==> config.mk <==
export PLATFORM = sky130hd
export DESIGN_NAME = pipe_reg_chain
export DESIGN_NICKNAME = d
export VERILOG_FILES = /design/src/rtl/pipeline_pkg.sv /design/src/rtl/pipe_stage_reg.sv /design/src/rtl/pipe_reg_chain.sv
export SDC_FILE = /design/constraint.sdc
export NUM_CORES = 1
export LEC_CHECK = 0
export ABC_AREA = 1
export ABC_CLOCK_PERIOD_IN_PS = 2450
export CORE_MARGIN = 5
export CORE_UTILIZATION = 45
export DETAILED_ROUTE_END_ITERATION = 10
export GPL_ROUTABILITY_DRIVEN = 0
export PLACE_DENSITY = 0.85
export SLEW_MARGIN = 25
export SYNTH_ARGS = -nofsm -noshare
export SYNTH_HDL_FRONTEND = slang
export SYNTH_SLANG_ARGS = --single-unit
==> constraint.sdc <==
create_clock -name clk -period 2.45 [get_ports clk]
set_input_delay 0.3675 -clock clk [delete_from_list [all_inputs] [get_ports clk]]
set_output_delay 0.3675 -clock clk [all_outputs]
set_load 0.05 [all_outputs]
==> src/rtl/pipeline_pkg.sv <==
// pipeline_pkg: shared pipeline constants, stage indices and control-word type.
package pipeline_pkg;
  localparam logic [31:0] NOP_INSN = 32'h0000_0013;
  localparam int STG_IF_ID  = 0;
  localparam int STG_ID_EX  = 1;
  localparam int STG_EX_MEM = 2;
  localparam int STG_MEM_WB = 3;
  typedef enum logic [1:0] {WB_ALU, WB_MEM, WB_PC4, WB_IMM} wb_sel_e;
  typedef struct packed {
    logic    reg_write;
    logic    mem_read;
    logic    mem_write;
    logic    branch;
    logic    jump;
    logic    alu_src;
    logic [3:0] alu_op;
    wb_sel_e wb_sel;
  } cw_t;
endpackage

==> src/rtl/pipe_stage_reg.sv <==
// pipe_stage_reg: one data+valid stage register with flush, hold and bubble controls.
module pipe_stage_reg #(
  parameter int WIDTH = 32,
  parameter logic [WIDTH-1:0] BUBBLE_VAL = '0
) (
  input  logic             clk,
  input  logic             reset,
  input  logic             flush,
  input  logic             hold,
  input  logic             bubble,
  input  logic [WIDTH-1:0] d_in,
  input  logic             v_in,
  output logic [WIDTH-1:0] d_out,
  output logic             v_out
);
  logic [WIDTH-1:0] data_q, data_d;
  logic             valid_q, valid_d;
  always_comb begin
    data_d  = flush ? BUBBLE_VAL : hold ? data_q  : bubble ? BUBBLE_VAL : d_in;
    valid_d = flush ? 1'b0       : hold ? valid_q : bubble ? 1'b0       : v_in;
  end
  always_ff @(posedge clk) begin
    if (reset) begin
      data_q  <= BUBBLE_VAL;
      valid_q <= 1'b0;
    end else begin
      data_q  <= data_d;
      valid_q <= valid_d;
    end
  end
  assign d_out = data_q;
  assign v_out = valid_q;
endmodule

==> src/rtl/pipe_reg_chain.sv <==
// pipe_reg_chain: parametrised inter-stage register chain with per-stage valid, stall and flush.
module pipe_reg_chain
  import pipeline_pkg::*;
#(
  parameter int WIDTH = 32,
  parameter int STAGES = 4,
  parameter logic [WIDTH-1:0] BUBBLE_VAL = '0
) (
  input  logic                         clk,
  input  logic                         reset,
  input  logic [WIDTH-1:0]             in,
  input  logic                         in_valid,
  output logic                         in_ready,
  input  logic [STAGES-1:0]            stall,
  input  logic [STAGES-1:0]            flush,
  output logic [STAGES*WIDTH-1:0]      data,
  output logic [STAGES-1:0]            valid,
  output logic [$clog2(STAGES+1)-1:0]  occupancy
);
  localparam int OCC_W = $clog2(STAGES+1);
  logic [STAGES-1:0] hold;
  // A stall anywhere downstream freezes every younger stage.
  always_comb begin
    hold = stall;
    for (int i = STAGES-2; i >= 0; i--) hold[i] = stall[i] | hold[i+1];
  end
  always_comb begin
    occupancy = '0;
    for (int i = 0; i < STAGES; i++) occupancy = occupancy + OCC_W'(valid[i]);
  end
  assign in_ready = ~hold[0];
  for (genvar s = 0; s < STAGES; s++) begin : g_stage
    if (s == 0) begin : g_head
      pipe_stage_reg #(.WIDTH(WIDTH), .BUBBLE_VAL(BUBBLE_VAL)) u_reg (
        .clk(clk), .reset(reset), .flush(flush[0]), .hold(hold[0]), .bubble(1'b0),
        .d_in(in_valid ? in : BUBBLE_VAL), .v_in(in_valid),
        .d_out(data[0 +: WIDTH]), .v_out(valid[0])
      );
    end else begin : g_body
      pipe_stage_reg #(.WIDTH(WIDTH), .BUBBLE_VAL(BUBBLE_VAL)) u_reg (
        .clk(clk), .reset(reset), .flush(flush[s]), .hold(hold[s]), .bubble(hold[s-1]),
        .d_in(data[(s-1)*WIDTH +: WIDTH]), .v_in(valid[s-1]),
        .d_out(data[s*WIDTH +: WIDTH]), .v_out(valid[s])
      );
    end
  end
endmodule
clock_wires.png
Scale bar: 20 um.
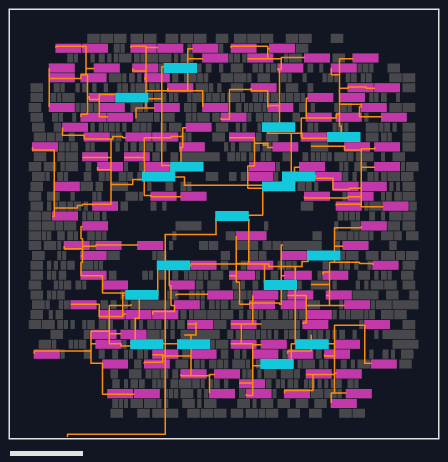
Key: clock-net drivers = cyan [count 17]; flip-flops = magenta [count 132]; clock wires = orange [length 1,550 um]
There are 18 routed clock nets.
Clock net power: 2.81 mW
Late-Pin Clk Latency: 0.41 ns

clock_nets.png
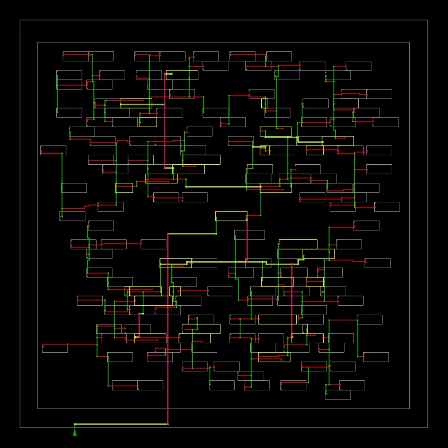
clkbuf count: 23
clk sinks: 132
Max Clock Skew: 0.007972 ns
flop count: 132
CTS buffer count: 17

m4.png
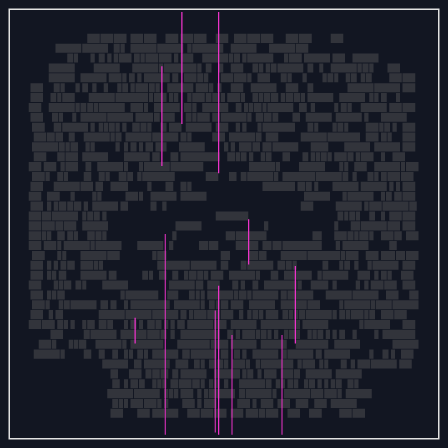
The layer carries 326 um of wire. The longest straight run is 55.1 um. The layer holds 2.1% of the routed length.
via count: 5,083
Routed Wire Length: 15,620 um

class_map.png
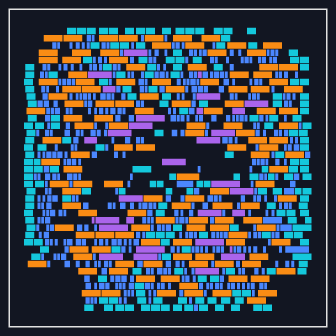
Key: clock drivers and dummy loads = purple [cells 31]; remaining buffers and delay cells = cyan [cells 191]; registers = orange [cells 132]; remaining logic cells = blue [cells 480]
cell row count: 39
post-layout util: 66.60%
Core ar.: 0.01142 sq mm
Seq area share: 34.81%

route_heat.png
24 x 24 tiles, from dark blue (low) to red (high), scaled to the fullest tile. Values are wire area over tile area, all layers added.
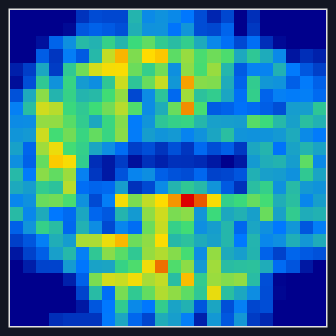
The fullest tile reaches 0.56. The mean over all tiles is 0.18. 20% of the tiles are over half the peak. 11% of the tiles are nearly empty.
GR Util All Layers: 22.00%
WL/cell: 15.99 um

==> summary.txt <==
run metrics: outcome=finished, final reports clean, RSZ-0062 raised after global routing=no, H-tree depth=4, met2 wire length=7413 um, syn_area_per_cell=7.749 sq um, Syn Inst Count=677, R2R Path Start=g_stage[0].g_head.u_reg.d_out[15], top_reg_cell synth=dfxtp_1, Design Power=5.244 mW, Final Setup Violations=0, ANT nets after route=0, vias per inst=5.203, Worst EP required=2.08 ns, Tcrit/Tclk final=96.85%, DR top layer=met4, Post-CTS Setup Bufs=0, placed cells=946, initial antenna violation count=0, Top cell by count, worst path=inv_1, Non-Filler Instances=977, clk slew on worst S/H paths=0.06 ns, CTS max path bufs=2, max incr delay on CP=0.53 ns, port buffer count=178, asr flop ratio synth=0%, distinct lib cells=19, Post-route DRC=0, share of layout cells above drive strength 1=6.954%, Tmin final=2.373 ns, first-pass GRT wire length=25,200 um, most frequent cell after synthesis=nand2_1, Worst Hold Class=reg -> reg, crit path max-delay cell type=fa_1, Hold Startpoint=g_stage[3].g_body.u_reg.d_out[6], CP max FO=4, # Cells Yosys=677, Root Driver=clkbuf_16, peak supply drop=0.3604 mV, max-cap violations=0, yosys stat area=0.005246 sq mm, Worst-Margin Slew=0.7501 ns, wl on met1=6872 um, worst path cell trace=inv_1 -> fa_1 -> inv_1 -> ha_1 -> ha_4 -> buf_12, Critical Path Sink Type=output pin, met3 WL=1012 um, syn nets=723, Synth Seq Share=50.37%, Slew Limit Fails=0, nets=868, Top cells by area=dfxtp_1 50%, nand2_1 16%, a21oi_1 13%, Syn. warnings=0, CP startpoint=g_stage[0].g_head.u_reg.v_out, total grt overflow=0, P per Cell Area=689.5 mW/mm^2, fmax=0.4215 GHz, Chip Width=118.0 um, Setup CP Type=reg -> out, WHS=0.4625 ns, Top-area cell share=50.37%, Flops after synth=132, largest net degree at the start of global routing=67, Post-synth EDFFs=0, kind of launch point of the worst setup path=flip-flop, synth cell count leaders=230 x nand2_1, 132 x a21oi_1, 132 x dfxtp_1, die height=118.0 um, leak pwr=2.648 nW, Synth area leader=dfxtp_1, synthesized area=0.005246 sq mm, DRT Pass-1 Iters=5, hpwl dp=10,380 um, CTS tree=done, number of OpenROAD warnings=26, I/O pins=179
## sequential cells by signal (all words and copies together), names as in the netlist
| signal | flops |
|---|---|
| g_stage.g_body.u_reg.d_out | 96 |
| g_stage.g_body.u_reg.v_out | 3 |
| g_stage.g_head.u_reg.d_out | 32 |
| g_stage.g_head.u_reg.v_out | 1 |
## final cells by class
| class | count | area [sq um] |
|---|---|---|
| clock buffers | 23 | 488.0 |
| well taps | 143 | 178.9 |
| flip-flops and latches | 132 | 2648 |
| repair buffers | 191 | 1907 |
| fillers | 957 | 3814 |
| multi-input cells | 438 | 2054 |
| inverters | 42 | 157.7 |
| clock inverters | 8 | 171.4 |
## worst max-delay path, delay by kind of cell, from the launching register on
| family | cells | cell delay (ns) |
|---|---|---|
| adder cells (fa/ha/maj) | 3 | 1.01 |
| flip-flops | 1 | 0.37 |
| buffers and inverters | 3 | 0.22 |
## cell usage in the layout (no fill, tap or decap), types with 2 or more instances in the layout
| cell type | instances |
|---|---|
| nand2_1 | 230 |
| buf_4 | 14 |
| or2_2 | 2 |
| dfxtp_1 | 130 |
| clkbuf_8 | 4 |
| clkbuf_16 | 17 |
| clkbuf_1 | 2 |
| clkdlybuf4s50_1 | 174 |
| a21oi_1 | 132 |
| nand4_1 | 66 |
| inv_1 | 38 |
| buf_12 | 3 |
| or2_1 | 2 |
| inv_2 | 4 |
| bufinv_16 | 5 |
## metal layers
| layer | vias up | GRT usage [%] |
|---|---|---|
| li1 | 2509 | - |
| met4 | 0 | 7.670 |
| met5 | - | 0 |
| met2 | 196 | 35.36 |
| met3 | 23 | 5.238 |
| met1 | 2355 | 28.91 |
## report_power, final
| part | switching [mW] | internal (mW) |
|---|---|---|
| Combinational | 0.188 | 0.0982 |
| Sequential | 0.00242 | 2.15 |
| Clock | 0.896 | 1.91 |
| Total | 1.09 | 4.16 |
## timing repair
item                                    in CTS  in global routing
hold buffers                                 0                  0
endpoints found under the setup margin       1                  1
gates resized                                1                  3
## final timing paths
path | to | slack (ns) | cells past startpoint
max reg2reg | g_stage[1].g_body.u_reg.d_out[15] | 1.73 | 2
min | g_stage[3].g_body.u_reg.d_out[6] | 0.46 | 2
min reg2reg | g_stage[3].g_body.u_reg.d_out[6] | 0.46 | 2
max | occupancy[1] | 0.08 | 6
## metrics by stage
step	setup slack [ns]	cell area, sq um	utilization (%)
final	0.07724	7605	66.60
after global placement	0.4403	6928	60.67
after global routing	0.01205	7605	66.60
after detailed placement	0.3940	6928	60.67
after floorplan	0.4132	5246	-
after CTS	0.002326	7589	66.46
## cells by family after synthesis
| logic type | count (synthesis) | synth area share, % |
|---|---|---|
| flops | 132 | 50.37 |
| fa+ha+maj | 3 | 0.8585 |
| simple gates | 303 | 25.47 |
| buf+inv | 107 | 10.71 |
| compound gates | 132 | 12.59 |
Power is estimated from default activity; no workload was simulated.
